$ cat config.mk
export PLATFORM = sky130hd
export DESIGN_NAME = aud_dac_player
export DESIGN_NICKNAME = d
export VERILOG_FILES = /design/src/rtl/aud_dac_player.sv
export SDC_FILE = /design/constraint.sdc
export NUM_CORES = 1
export LEC_CHECK = 0
export ABC_AREA = 1
export CORE_UTILIZATION = 50
export DETAILED_ROUTE_END_ITERATION = 10
export GPL_TIMING_DRIVEN = 1
export PLACE_DENSITY_LB_ADDON = 0.05
export SLEW_MARGIN = 30
export SYNTH_ARGS = -nofsm -noshare
export SYNTH_HDL_FRONTEND = slang
export SYNTH_SLANG_ARGS = --single-unit
$ cat constraint.sdc
create_clock -name i_clk -period 2.4 [get_ports i_clk]
set_clock_uncertainty 0.15 [all_clocks]
set_input_delay 0.48 -clock i_clk [delete_from_list [all_inputs] [get_ports i_clk]]
set_output_delay 0.48 -clock i_clk [all_outputs]
set_load 0.02 [all_outputs]
$ cat src/rtl/aud_dac_player.sv
// I2S playback stage for a codec-mastered WM8731 link: one-frame holding buffer, MSB-first serialiser, underrun counter.
// Build option: AUD_DAC_HOLD_LAST_EN replays the last played frame on underrun instead of silence.
module aud_dac_player #(
  parameter int unsigned DATA_W = 16,
  parameter int unsigned UCNT_W = 16
) (
  input  logic              i_clk,
  input  logic              i_rst_n,
  input  logic              i_en,
  input  logic              i_daclrck,
  input  logic [DATA_W-1:0] i_left,
  input  logic [DATA_W-1:0] i_right,
  input  logic              i_valid,
  output logic              o_ready,
  output logic              o_aud_dacdat,
  output logic              o_underrun,
  output logic [UCNT_W-1:0] o_underrun_cnt
);

  localparam int unsigned CNT_W = $clog2(DATA_W + 1);
  localparam logic [CNT_W-1:0] CNT_MAX = CNT_W'(DATA_W);
  localparam logic [CNT_W-1:0] CNT_ONE = CNT_W'(1);

  typedef enum logic [1:0] {S_IDLE, S_WAIT_L, S_LEFT, S_RIGHT} state_t;

  state_t            state;
  logic              lrck_r;
  logic              fall;
  logic              rise;
  logic              accept;
  logic              hold_full;
  logic [DATA_W-1:0] hold_l;
  logic [DATA_W-1:0] hold_r;
  logic [DATA_W-1:0] sh_l;
  logic [DATA_W-1:0] sh_r;
  logic [DATA_W-1:0] win_l;
  logic [DATA_W-1:0] win_r;
  logic [DATA_W-1:0] load_l;
  logic [DATA_W-1:0] load_r;
  logic [CNT_W-1:0]  cnt;

  assign fall    = lrck_r & ~i_daclrck;
  assign rise    = ~lrck_r & i_daclrck;
  assign o_ready = i_en && !hold_full && (state != S_IDLE);
  assign accept  = i_valid && o_ready;

  // Shift registers stay intact while playing; the current bit is the MSB of a shifted view.
  always_comb begin
    win_l = sh_l << cnt;
    win_r = sh_r << cnt;
  end

  always_comb begin
    if (hold_full) begin
      load_l = hold_l;
      load_r = hold_r;
    end else begin
`ifdef AUD_DAC_HOLD_LAST_EN
      load_l = sh_l;
      load_r = sh_r;
`else
      load_l = '0;
      load_r = '0;
`endif
    end
  end

  always_ff @(posedge i_clk or negedge i_rst_n) begin
    if (!i_rst_n) begin
      state          <= S_IDLE;
      lrck_r         <= 1'b0;
      hold_full      <= 1'b0;
      hold_l         <= '0;
      hold_r         <= '0;
      sh_l           <= '0;
      sh_r           <= '0;
      cnt            <= '0;
      o_aud_dacdat   <= 1'b0;
      o_underrun     <= 1'b0;
      o_underrun_cnt <= '0;
    end else begin
      lrck_r     <= i_daclrck;
      o_underrun <= 1'b0;
      if (!i_en) begin
        state        <= S_IDLE;
        o_aud_dacdat <= 1'b0;
        hold_full    <= 1'b0;
        hold_l       <= '0;
        hold_r       <= '0;
        cnt          <= '0;
      end else begin
        // Acceptance and a frame load never both touch hold_full: ready is low while full.
        if (accept) begin
          hold_l    <= i_left;
          hold_r    <= i_right;
          hold_full <= 1'b1;
        end
        case (state)
          S_IDLE: begin
            o_aud_dacdat <= 1'b0;
            cnt          <= '0;
            state        <= S_WAIT_L;
          end
          S_WAIT_L, S_RIGHT: begin
            if (fall) begin
              sh_l         <= load_l;
              sh_r         <= load_r;
              o_aud_dacdat <= load_l[DATA_W-1];
              cnt          <= CNT_ONE;
              state        <= S_LEFT;
              if (hold_full) begin
                hold_full <= 1'b0;
              end else begin
                o_underrun <= 1'b1;
                if (o_underrun_cnt != '1) o_underrun_cnt <= o_underrun_cnt + 1'b1;
              end
            end else if (state == S_WAIT_L) begin
              o_aud_dacdat <= 1'b0;
            end else if (cnt < CNT_MAX) begin
              o_aud_dacdat <= win_r[DATA_W-1];
              cnt          <= cnt + 1'b1;
            end else begin
              o_aud_dacdat <= 1'b0;
            end
          end
          S_LEFT: begin
            if (rise) begin
              o_aud_dacdat <= sh_r[DATA_W-1];
              cnt          <= CNT_ONE;
              state        <= S_RIGHT;
            end else if (cnt < CNT_MAX) begin
              o_aud_dacdat <= win_l[DATA_W-1];
              cnt          <= cnt + 1'b1;
            end else begin
              o_aud_dacdat <= 1'b0;
            end
          end
          default: state <= S_IDLE;
        endcase
      end
    end
  end

endmodule

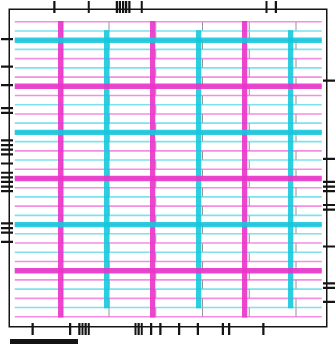
Figure 1: floorplan with the power grid.
The bar under the picture is 20 µm long. Pins as bars on the die edge. Tap cells in gray.
| color | net |
|---|---|
| magenta | VSS |
| cyan | VDD |
signal pins: 56
met4 straps: 6
tap cells: 102
die width: 93.23 µm
Worst VDD drop: 503.2 µV
Die Ht: 93.23 µm
core footprint: 7888 µm²

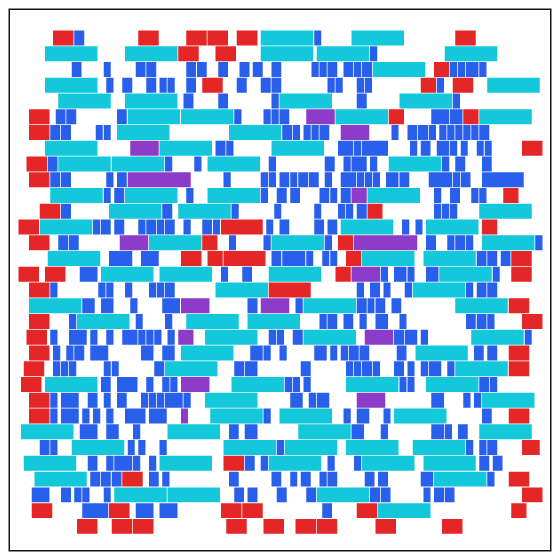
Figure 2: placed cells, one color a class.
| color | class | cells |
|---|---|---|
| cyan | flip-flops | 91 |
| red | other buffers and delay cells | 71 |
| blue | all other logic | 373 |
| purple | clock drivers and dummy loads | 15 |
Util after Layout: 0.6483
sequential share of cell area: 0.4453
post-route cell area: 5114 µm²
std cell rows: 32

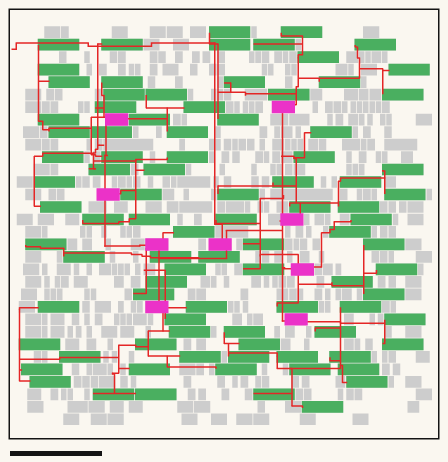
Figure 3: clock network drawn from the DEF.
The bar under the picture is 20 µm long.
[magenta] cells driving clock nets | count: 9
[green] flip-flops | count: 91
[red] clock wires | length: 1,040 µm
flops lie: spread over the die
Clk power: 1.13 mW
Clk pwr share: 0.278

==> reports/summary.txt <==
outcome: complete, no violations
Via density: 5.245
Reg clk slew, reported paths: 0.08 ns
Top Ports: 56
Worst Hold Class: register to register
Top-area cell share: 0.5472
NetSw: 1.282 mW
largest net degree at the start of global routing: 42
Worst Hold End: sh_r[2]
CTS tree: done
relative slew slack: 0.6512
max layer used: met4
RSZ-0062 raised after global routing: false
met3 Use GR: 0.03659
power per cell area: 796.8 nW/µm²
beginning of the worst hold path: sh_r[2]
sequential share of power: 0.465
share of synthesized registers carrying an async set or reset: 1.000
Seq/Total Area, Yosys: 0.5472
CTS root buf: clkbuf_8
diode count: 0
global placer's final weighted congestion: 0.8571
Combinational Power: 1.05 mW
max-slew violations: 0
Leak Pwr: 2.330 nW
first-pass GRT wire length: 16,070 µm
final hold slack: 0.3429 ns
Yosys warning total: 0
Slew @ Worst Pin: 0.5233 ns
CP Launch Type: primary input
Top Consumer: registers
crit-path max FO: 3
setup TNS: 0 ns
Arr. time, crit path: 1.62 ns
hold buffers post-CTS: 1
Setup crit end: o_ready
synth cell count leaders: 100 x nand2_1, 91 x dfrtp_1, 73 x inv_1
R2R setup slack: 0.35 ns
dominant cell type by area after synthesis: dfrtp_1
CTS Buffer Depth: 2
initial antenna violation count: 0
sw frac: 0.3147
crit path from: i_en
Tcrit/Tclk final: 0.9377
vias: 3,420
Setup crit end kind: primary output
share of layout cells above drive strength 1: 0.07273
max-cap viol count: 0
DRC viols: 0
clk sink count: 91
most instantiated library cell after synthesis: nand2_1
Num CTS Buffers: 9
FP Core Util: 0.5276
Die ar.: 8692 µm²
top cells by area: dfrtp_1 55%, nand2_1 9.0%, nand3_1 7.8%, inv_1 6.6%, o21ai_1 4.2%
fmax: 444.3 MHz
wire per inst: 14.29 µm
Final Setup Violations: 0
Layout area overhead: 22.88%
Resize count post-CTS: 1
==> critical path, cell delays in order <==
cell and delay (ns):
clkdlybuf4s50_1 0.48, inv_1 0.09, a211oi_4 0.20, dlygate4sd2_1 0.36
==> cell families after synthesis <==
family | Yosys count | share of synthesized area
AND/OR/NAND/NOR | 198 | 0.2135
buffers and inverters | 97 | 0.09411
XOR/XNOR | 14 | 0.02947
AND-OR/OR-AND | 83 | 0.1097
adder cells (fa/ha/maj) | 2 | 0.006012
flip-flops | 91 | 0.5472
==> per-stage QoR <==
step / area (µm²) / total power, mW / util / worst slack, ns / cells
6_report: 5114 / 4.074 / 0.6483 / 0.1495 / 652
3_3_place_gp: 4888 / 2.945 / 0.6198 / -0.1717 / 636
4_1_cts: 5114 / 4.098 / 0.6483 / 0.1176 / 652
2_1_floorplan: 4161 / 2.521 / - / 0.4895 / 485
3_5_place_dp: 4888 / 2.969 / 0.6198 / -0.1653 / 636
5_1_grt: 5114 / 4.308 / 0.6483 / 0.1000 / 652
==> layout make-up <==
class                      count  area [µm²]
fill                         680        2774
sequential                    91        2277
multi-input combinational    297        1500
timing repair buffer          71       706.9
inverter                      76       285.3
clock buffer                  11       141.4
tap                          102       127.6
clock inverter                 4       75.07
==> registers in the layout, summed over array words and instances (netlist names) <==
name and count:
sh_l 16, o_underrun 1, state 2, hold_r 16, hold_full 1, o_aud_dacdat 1
o_underrun_cnt 16, cnt 5, sh_r 16, hold_l 16, lrck_r 1
==> cell usage in the layout (no fill, tap or decap), types with 6 or more instances in the layout <==
master and count:
nand2_1 100, dfrtp_1 91, inv_1 73, nand3_1 65, clkdlybuf4s50_1 53, o21ai_1 35
o21ai_0 21, o22ai_1 17, nor2_1 14, buf_4 13, xor2_1 12, clkbuf_8 10
nor3_1 6, nand4_1 6
No activity file was given, so power comes from the tool's default toggle rates.
